==> run_1/zoom.png <==
Window x 122 to 147, y 68 to 93 um. Cells in gray, sequential cells in the stronger gray; small squares are vias.
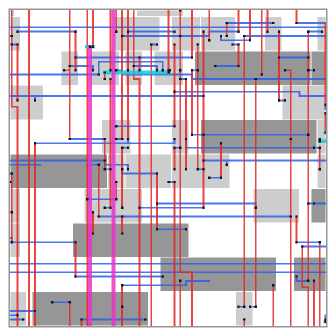
==> run_1/registers.png <==
Scale: 1 px per um. Other sequential cells in the stronger gray, the rest of the logic in the fainter gray.
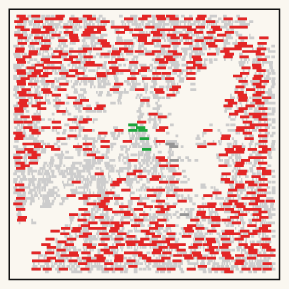
==> run_1/pins.png <==
Scale: 2 px per um. Pins as bars across the die edge, other pins in gray.
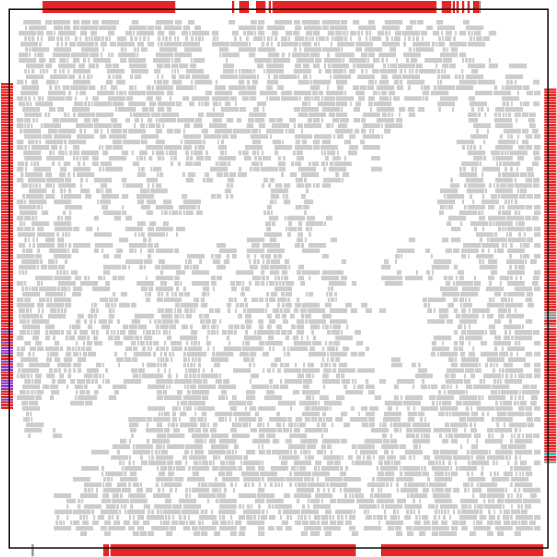
===== src/rtl/an_code_pkg.sv =====
// rtl/an_code_pkg.sv - shared AN-code constants and frame encoder state type
package an_code_pkg;

   localparam int A        = 37;
   localparam int DW       = 13;
   localparam int CW       = 18;
   localparam int NW       = 36;
   // Largest data word whose product with A still fits in CW bits
   localparam int MAX_DATA = ((1 << CW) - 1) / A;

   typedef enum logic {
      FILL = 1'b0,
      HOLD = 1'b1
   } enc_state_t;

endpackage


===== src/rtl/an_mul_const.sv =====
// rtl/an_mul_const.sv - combinational AN-code constant multiply with range check
module an_mul_const #(
   parameter int A        = 37,
   parameter int DW       = 13,
   parameter int CW       = 18,
   parameter int MAX_DATA = 7084
)(
   input  logic [DW-1:0] d,
   output logic [CW-1:0] code,
   output logic          out_of_range
);

   // Enough shift positions to cover every set bit of the multiplier
   localparam int AW = $clog2(A + 1);

   logic [CW-1:0] prod;

   // Shift-add over the set bits of A; in-range products always fit CW bits,
   // so truncation only ever affects words that are zeroed anyway
   always_comb begin
      prod = '0;
      for (int i = 0; i < AW; i++) begin
         if (A[i]) prod = prod + (CW'(d) << i);
      end
      out_of_range = (32'(d) > 32'(MAX_DATA));
      code         = out_of_range ? '0 : prod;
   end

endmodule


===== src/rtl/an_enc_frame_6x6.sv =====
// rtl/an_enc_frame_6x6.sv - AN-code frame encoder filling a 6x6 codeword buffer; AN_ENC_ERR_INJ_EN adds error injection
module an_enc_frame_6x6 #(
   parameter int A  = an_code_pkg::A,
   parameter int DW = an_code_pkg::DW,
   parameter int CW = an_code_pkg::CW,
   parameter int NW = an_code_pkg::NW
)(
   input  logic             clk,
   input  logic             rst,
   input  logic             in_valid,
   input  logic [DW-1:0]    in_data,
   output logic             in_ready,
   output logic             frame_valid,
   input  logic             frame_ready,
   output logic [NW*CW-1:0] frame_data,
   output logic             range_err,
`ifdef AN_ENC_ERR_INJ_EN
   input  logic             inj_en,
   input  logic [5:0]       inj_idx,
   input  logic [CW-1:0]    inj_mask,
`endif
   input  logic             err_clr
);

   import an_code_pkg::*;

   localparam int CNTW  = $clog2(NW);
   localparam int LIMIT = ((1 << CW) - 1) / A;

   enc_state_t      state;
   logic [CNTW-1:0] cnt;
   logic [CW-1:0]   slot   [NW];
   logic [CW-1:0]   slot_d [NW];
   logic [CW-1:0]   code;
   logic            oor;
   logic            accept;
   logic            last;
   logic            take;

   assign accept = in_valid && in_ready;
   assign last   = accept && (cnt == CNTW'(NW - 1));
   assign take   = frame_valid && frame_ready;

   an_mul_const #(
      .A        (A),
      .DW       (DW),
      .CW       (CW),
      .MAX_DATA (LIMIT)
   ) u_mul (
      .d            (in_data),
      .code         (code),
      .out_of_range (oor)
   );

   // Fill/hold handshake: in_ready and frame_valid are registered; the take
   // cycle never accepts a word, giving a one-cycle handoff between frames
   always_ff @(posedge clk or posedge rst) begin
      if (rst) begin
         state       <= FILL;
         cnt         <= '0;
         in_ready    <= 1'b0;
         frame_valid <= 1'b0;
      end else begin
         case (state)
            FILL: begin
               in_ready <= 1'b1;
               if (last) begin
                  cnt         <= '0;
                  state       <= HOLD;
                  in_ready    <= 1'b0;
                  frame_valid <= 1'b1;
               end else if (accept) begin
                  cnt <= cnt + 1'b1;
               end
            end
            HOLD: begin
               if (take) begin
                  state       <= FILL;
                  frame_valid <= 1'b0;
                  in_ready    <= 1'b1;
               end
            end
            default: state <= FILL;
         endcase
      end
   end

   // Next buffer contents: accepted slot gets its codeword, optional fault
   // is applied on the completing accept so it is in place when frame_valid rises
   always_comb begin
      for (int k = 0; k < NW; k++) begin
         slot_d[k] = slot[k];
         if (accept && (cnt == CNTW'(k))) slot_d[k] = code;
`ifdef AN_ENC_ERR_INJ_EN
         if (last && inj_en && (inj_idx == 6'(k))) slot_d[k] = slot_d[k] ^ inj_mask;
`endif
      end
   end

   // Codeword buffer; untouched slots keep prior-frame values
   always_ff @(posedge clk or posedge rst) begin
      if (rst) begin
         for (int k = 0; k < NW; k++) slot[k] <= '0;
      end else begin
         slot <= slot_d;
      end
   end

   // Sticky range error; a new error in the clear cycle wins over err_clr
   always_ff @(posedge clk or posedge rst) begin
      if (rst) begin
         range_err <= 1'b0;
      end else if (accept && oor) begin
         range_err <= 1'b1;
      end else if (err_clr) begin
         range_err <= 1'b0;
      end
   end

   for (genvar k = 0; k < NW; k++) begin : g_out
      assign frame_data[k*CW +: CW] = slot[k];
   end

endmodule


===== config.mk =====
export PLATFORM = sky130hd
export DESIGN_NAME = an_enc_frame_6x6
export DESIGN_NICKNAME = d
export VERILOG_FILES = /design/src/rtl/an_code_pkg.sv /design/src/rtl/an_mul_const.sv /design/src/rtl/an_enc_frame_6x6.sv
export SDC_FILE = /design/constraint.sdc
export NUM_CORES = 1
export LEC_CHECK = 0
export ABC_AREA = 0
export CAP_MARGIN = 20
export CORE_MARGIN = 3
export CORE_UTILIZATION = 40
export CTS_BUF_LIST = sky130_fd_sc_hd__clkbuf_8
export DETAILED_ROUTE_END_ITERATION = 8
export PLACE_DENSITY = 0.67
export SLEW_MARGIN = 20
export SYNTH_ARGS = -nofsm -noshare
export SYNTH_HDL_FRONTEND = slang
export SYNTH_SLANG_ARGS = --single-unit

===== constraint.sdc =====
create_clock -name clk -period 25.7 [get_ports clk]
set_input_delay 5.14 -clock clk [delete_from_list [all_inputs] [get_ports clk]]
set_output_delay 5.14 -clock clk [all_outputs]
set_load 0.05 [all_outputs]

==> reports/highlights.md, run 1 <==
- terminating pin of the worst hold path: frame_data[538]
- clock root buffer master: sky130_fd_sc_hd__clkbuf_8
- Post-Place Setup Slack: 15.30 ns
- dpl cells: 4026
- vias in the first global route: 23100
- YS chip area: 27600 um^2
- top-area cell type share of the netlist area: 59.7%
- cell types with the highest counts after synthesis: sky130_fd_sc_hd__nand2_1 (668), sky130_fd_sc_hd__dfrtp_1 (658), sky130_fd_sc_hd__o21ai_0 (355)
- Worst Setup EP: frame_data[553]
- initial antenna violation count: 4
- GRT Residual Overflow: 0
- setup slack after layout: 15.94 ns
- leading area contributor after synthesis: sky130_fd_sc_hd__dfrtp_1
- transition time at the pin with the least slew margin: 1.17 ns
- height of the die: 269 um
- Post-synth mux share: 0%
- crit start category: primary input
- Worst-Skew Late Latency: 0.75 ns
- DRT Pass-1 Iters: 6
- Fin Setup TNS: 0 ns
- Reg2Reg Depth: 4
- class of the most critical setup path: in -> reg
- number of port buffers: 668
- clock skew after layout: 0.0503 ns
- adder-cell share of the synthesized area: 1.37%
- endpoint class of the critical path: flop
- flip-flop and latch count after synthesis: 658
- average detailed-routed wire length per instance: 24.7 um
- Vias/cell: 5.61
- final weighted congestion in routability-driven placement: 0.899
- Reg-to-Reg End: frame_data[303]
- via count: 23800
- outcome: completed
- Num CTS Buffers: 111
- minimum period implied by the final worst setup slack: 9.76 ns
- cells resized by post-CTS repair: 0
- GR met1 Demand/Resource: 36.5%
- Post-CTS Hold Buffers: 0
- library cell with the highest instance count after synthesis: sky130_fd_sc_hd__nand2_1
- largest net degree at the start of global routing: 82
- final count of hold timing violations: 0
- level count of the clock H-tree: 3
- nets in the synthesized netlist: 2747
- sequential-to-total area share from yosys stat: 59.7%
About zoom.png:
Key: met3 = cyan; met2 = red; met1 = blue; met4 = magenta
Sequential cells in the window: 6. Netlist names of flops here include `frame_data` (6). 26 logic cells have their middle in the window. Most frequent: dfrtp_1 (6), nand2_1 (5), clkdlybuf4s50_1 (4).

About registers.png:
Key: `cnt` = green [flops 6, where center]; `frame_data` = red [flops 648, where widely spread]
Another 4 sequential cells are not colored.

About pins.png:
Key: `range_err` = cyan [pins 1, direction output, edge right]; `frame_data` = red [pins 648, direction output, edge 224 bottom, 185 top, 132 right, 107 left]; `in_data` = purple [pins 13, direction input, edge left]
All pins by edge: 225 bottom, 186 top, 138 right, 120 left.

## run 1: sequential cells by signal (all words and copies together), names as in the netlist
register     flops
in_ready         1
state            1
cnt              6
frame_valid      1
range_err        1
frame_data     648
## run 1: area by class of cell
cell class	instances	area (um^2)	share of cell area, %
antenna	2	5.00	0.0135
clock buffer	138	1900	5.12
clock inverter	63	449	1.21
inverter	17	71.3	0.192
multi-input combinational	1754	9940	26.8
sequential	658	16500	44.3
tap	873	1090	2.94
timing repair buffer	727	7210	19.4
## run 1: power breakdown
group	internal, mW	switching [mW]	leakage (nW)	total (mW)
combinational	0.853	2.17	6.21	3.02
sequential	1.42	0.233	8.73	1.66
clock	0.537	0.447	1.36	0.984
## run 1: worst max-delay path, cell delays in order
cell and delay, ns:
sky130_fd_sc_hd__clkdlybuf4s50_1 0.51, sky130_fd_sc_hd__ha_1 0.27, sky130_fd_sc_hd__fa_1 0.41, sky130_fd_sc_hd__a21oi_1 0.24, sky130_fd_sc_hd__o22a_1 0.23, sky130_fd_sc_hd__a21oi_1 0.12
sky130_fd_sc_hd__or4_1 0.49, sky130_fd_sc_hd__nand3_1 0.11, sky130_fd_sc_hd__ha_2 0.27, sky130_fd_sc_hd__buf_4 0.27, sky130_fd_sc_hd__a21oi_1 0.29, sky130_fd_sc_hd__nand2_1 0.18
sky130_fd_sc_hd__o21ai_4 0.14, sky130_fd_sc_hd__buf_4 0.44, sky130_fd_sc_hd__xor2_4 0.61, sky130_fd_sc_hd__buf_4 0.43, sky130_fd_sc_hd__o31ai_1 0.13
## run 1: per-stage QoR
step                power (mW)  instance area (um^2)
detailed placement        4.70                 34700
CTS                       5.70                 37000
global route              5.90                 37100
finish                    5.66                 37100
floorplan                 3.53                 27600
global placement          4.64                 34700
==> inputs of run 2 (changes only) <==
==> constraint.sdc (replaced) <==
create_clock -name clk -period 10.1 [get_ports clk]
set_input_delay 2.02 -clock clk [delete_from_list [all_inputs] [get_ports clk]]
set_output_delay 2.02 -clock clk [all_outputs]
set_load 0.05 [all_outputs]
==> run_2/registers.png <==
Scale: 1 px per um. Other sequential cells in the stronger gray, the rest of the logic in the fainter gray.
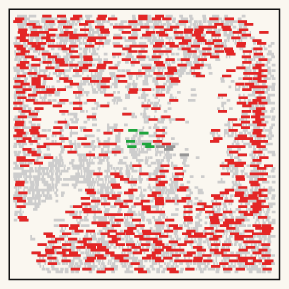
Key: `frame_data` = red [flops 648, where widely spread]; `cnt` = green [flops 6, where center]
Another 4 sequential cells are not colored.

==> run_2/zoom.png <==
Window x 122 to 147, y 68 to 93 um. Cells in gray, sequential cells in the stronger gray; small squares are vias.
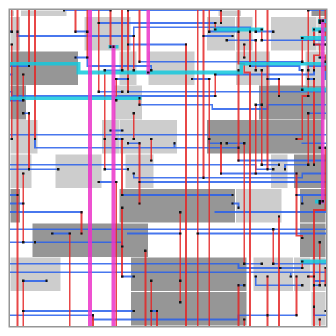
Key: met2 = red; met4 = magenta; met3 = cyan; met1 = blue
Netlist names of flops here include `frame_data` (7). Sequential cells in the window: 7. Most frequent: dfrtp_1 (7), nand2_1 (5), clkdlybuf4s50_1 (5). 26 logic cells have their middle in the window.

==> run 2 against run 1 <==
Register-to-register slack got worse by 16 ns; sequential share of layout area barely moved; utilization decreased by 0.052 points; setup slack got worse by 13 ns; via count fell by 0.59%; cell count about the same; clock skew shrank 0.012 ns; clock-buffer cell count grew 4; synthesized cell count stayed put; non-clock buffer count decreased by 2; critical path depth fell by 1.
==> reports/highlights.md, run 2 <==
- final count of hold timing violations: 0
- Pwr Total: 14.3 mW
- Fin Setup TNS: 0 ns
- terminating pin of the worst hold path: frame_data[119]
- nets in the synthesized netlist: 2747
- Post-synth mux share: 0%
- class of the most critical setup path: in -> reg
- flip-flop count of the largest register after layout: 648
- area taken by flip-flops and latches: 16500 um^2
- number of non-clock inverters in the layout: 17
- endpoint class of the critical path: flop
- sequential-to-total area share from yosys stat: 59.7%
- Vias/cell: 5.59
- average detailed-routed wire length per instance: 24.5 um
- Post-CTS Hold Buffers: 0
- vias in the first global route: 23100
- largest net degree at the start of global routing: 177
- Reg2Reg Depth: 4
- transition time at the pin with the least slew margin: 1.17 ns
- cells resized by post-CTS repair: 0
- total area of multi-input combinational cells: 9930 um^2
- Worst Setup EP: frame_data[589]
- outcome: completed
- Non-clock buffering overhead: 19.5%
- Worst-Skew Late Latency: 0.73 ns
- number of tap cells inserted: 873
- fraction of area in registers: 44.4%
- Non-clock buffers: 725
- via count: 23600
- adder-cell share of the synthesized area: 1.37%
- flip-flop and latch count after synthesis: 658
- GRT Residual Overflow: 0
- combinational fraction of the cell area: 26.8%
- final weighted congestion in routability-driven placement: 0.906
- minimum period implied by the final worst setup slack: 6.76 ns
- Num CTS Buffers: 110
- dpl cells: 4026
- number of antenna diodes: 1
- Flop Count: 658
## run 2: kinds of logic (layout without fill, tap and decap cells)
| logic type | count (synthesis) | in the layout |
|---|---|---|
| other | 0 | 1 |
| buffers and inverters | 288 | 942 |
| flip-flops | 658 | 658 |
| AND-OR/OR-AND | 757 | 757 |
| adder cells (fa/ha/maj) | 29 | 29 |
| XOR/XNOR | 14 | 14 |
| AND/OR/NAND/NOR | 954 | 954 |
## run 2: metal layers
layer  part of all wire (%)  GRT usage, %
met1                     40          36.1
met2                     48          45.7
met3                    8.9          8.08
met4                    3.3          9.62
met5                      0             0
## run 2: critical path, cell delays in order
cell	delay, ns
sky130_fd_sc_hd__clkdlybuf4s50_1	0.53
sky130_fd_sc_hd__ha_1	0.28
sky130_fd_sc_hd__fa_1	0.41
sky130_fd_sc_hd__a21oi_1	0.23
sky130_fd_sc_hd__o22a_1	0.23
sky130_fd_sc_hd__a21oi_1	0.12
sky130_fd_sc_hd__or4_1	0.49
sky130_fd_sc_hd__nand3_1	0.10
sky130_fd_sc_hd__ha_2	0.56
sky130_fd_sc_hd__a21oi_1	0.36
sky130_fd_sc_hd__nand2_1	0.19
sky130_fd_sc_hd__o21ai_4	0.15
sky130_fd_sc_hd__buf_4	0.46
sky130_fd_sc_hd__xor2_4	0.60
sky130_fd_sc_hd__buf_4	0.41
sky130_fd_sc_hd__o31ai_1	0.13
## run 2: power by group
| part | leakage [nW] | total [mW] | switching, mW | internal [mW] |
|---|---|---|---|---|
| sequential | 8.73 | 4.22 | 0.596 | 3.62 |
| combinational | 6.20 | 7.67 | 5.49 | 2.18 |
| clock | 1.33 | 2.45 | 1.13 | 1.32 |
Power and IR drop assume default switching activity.
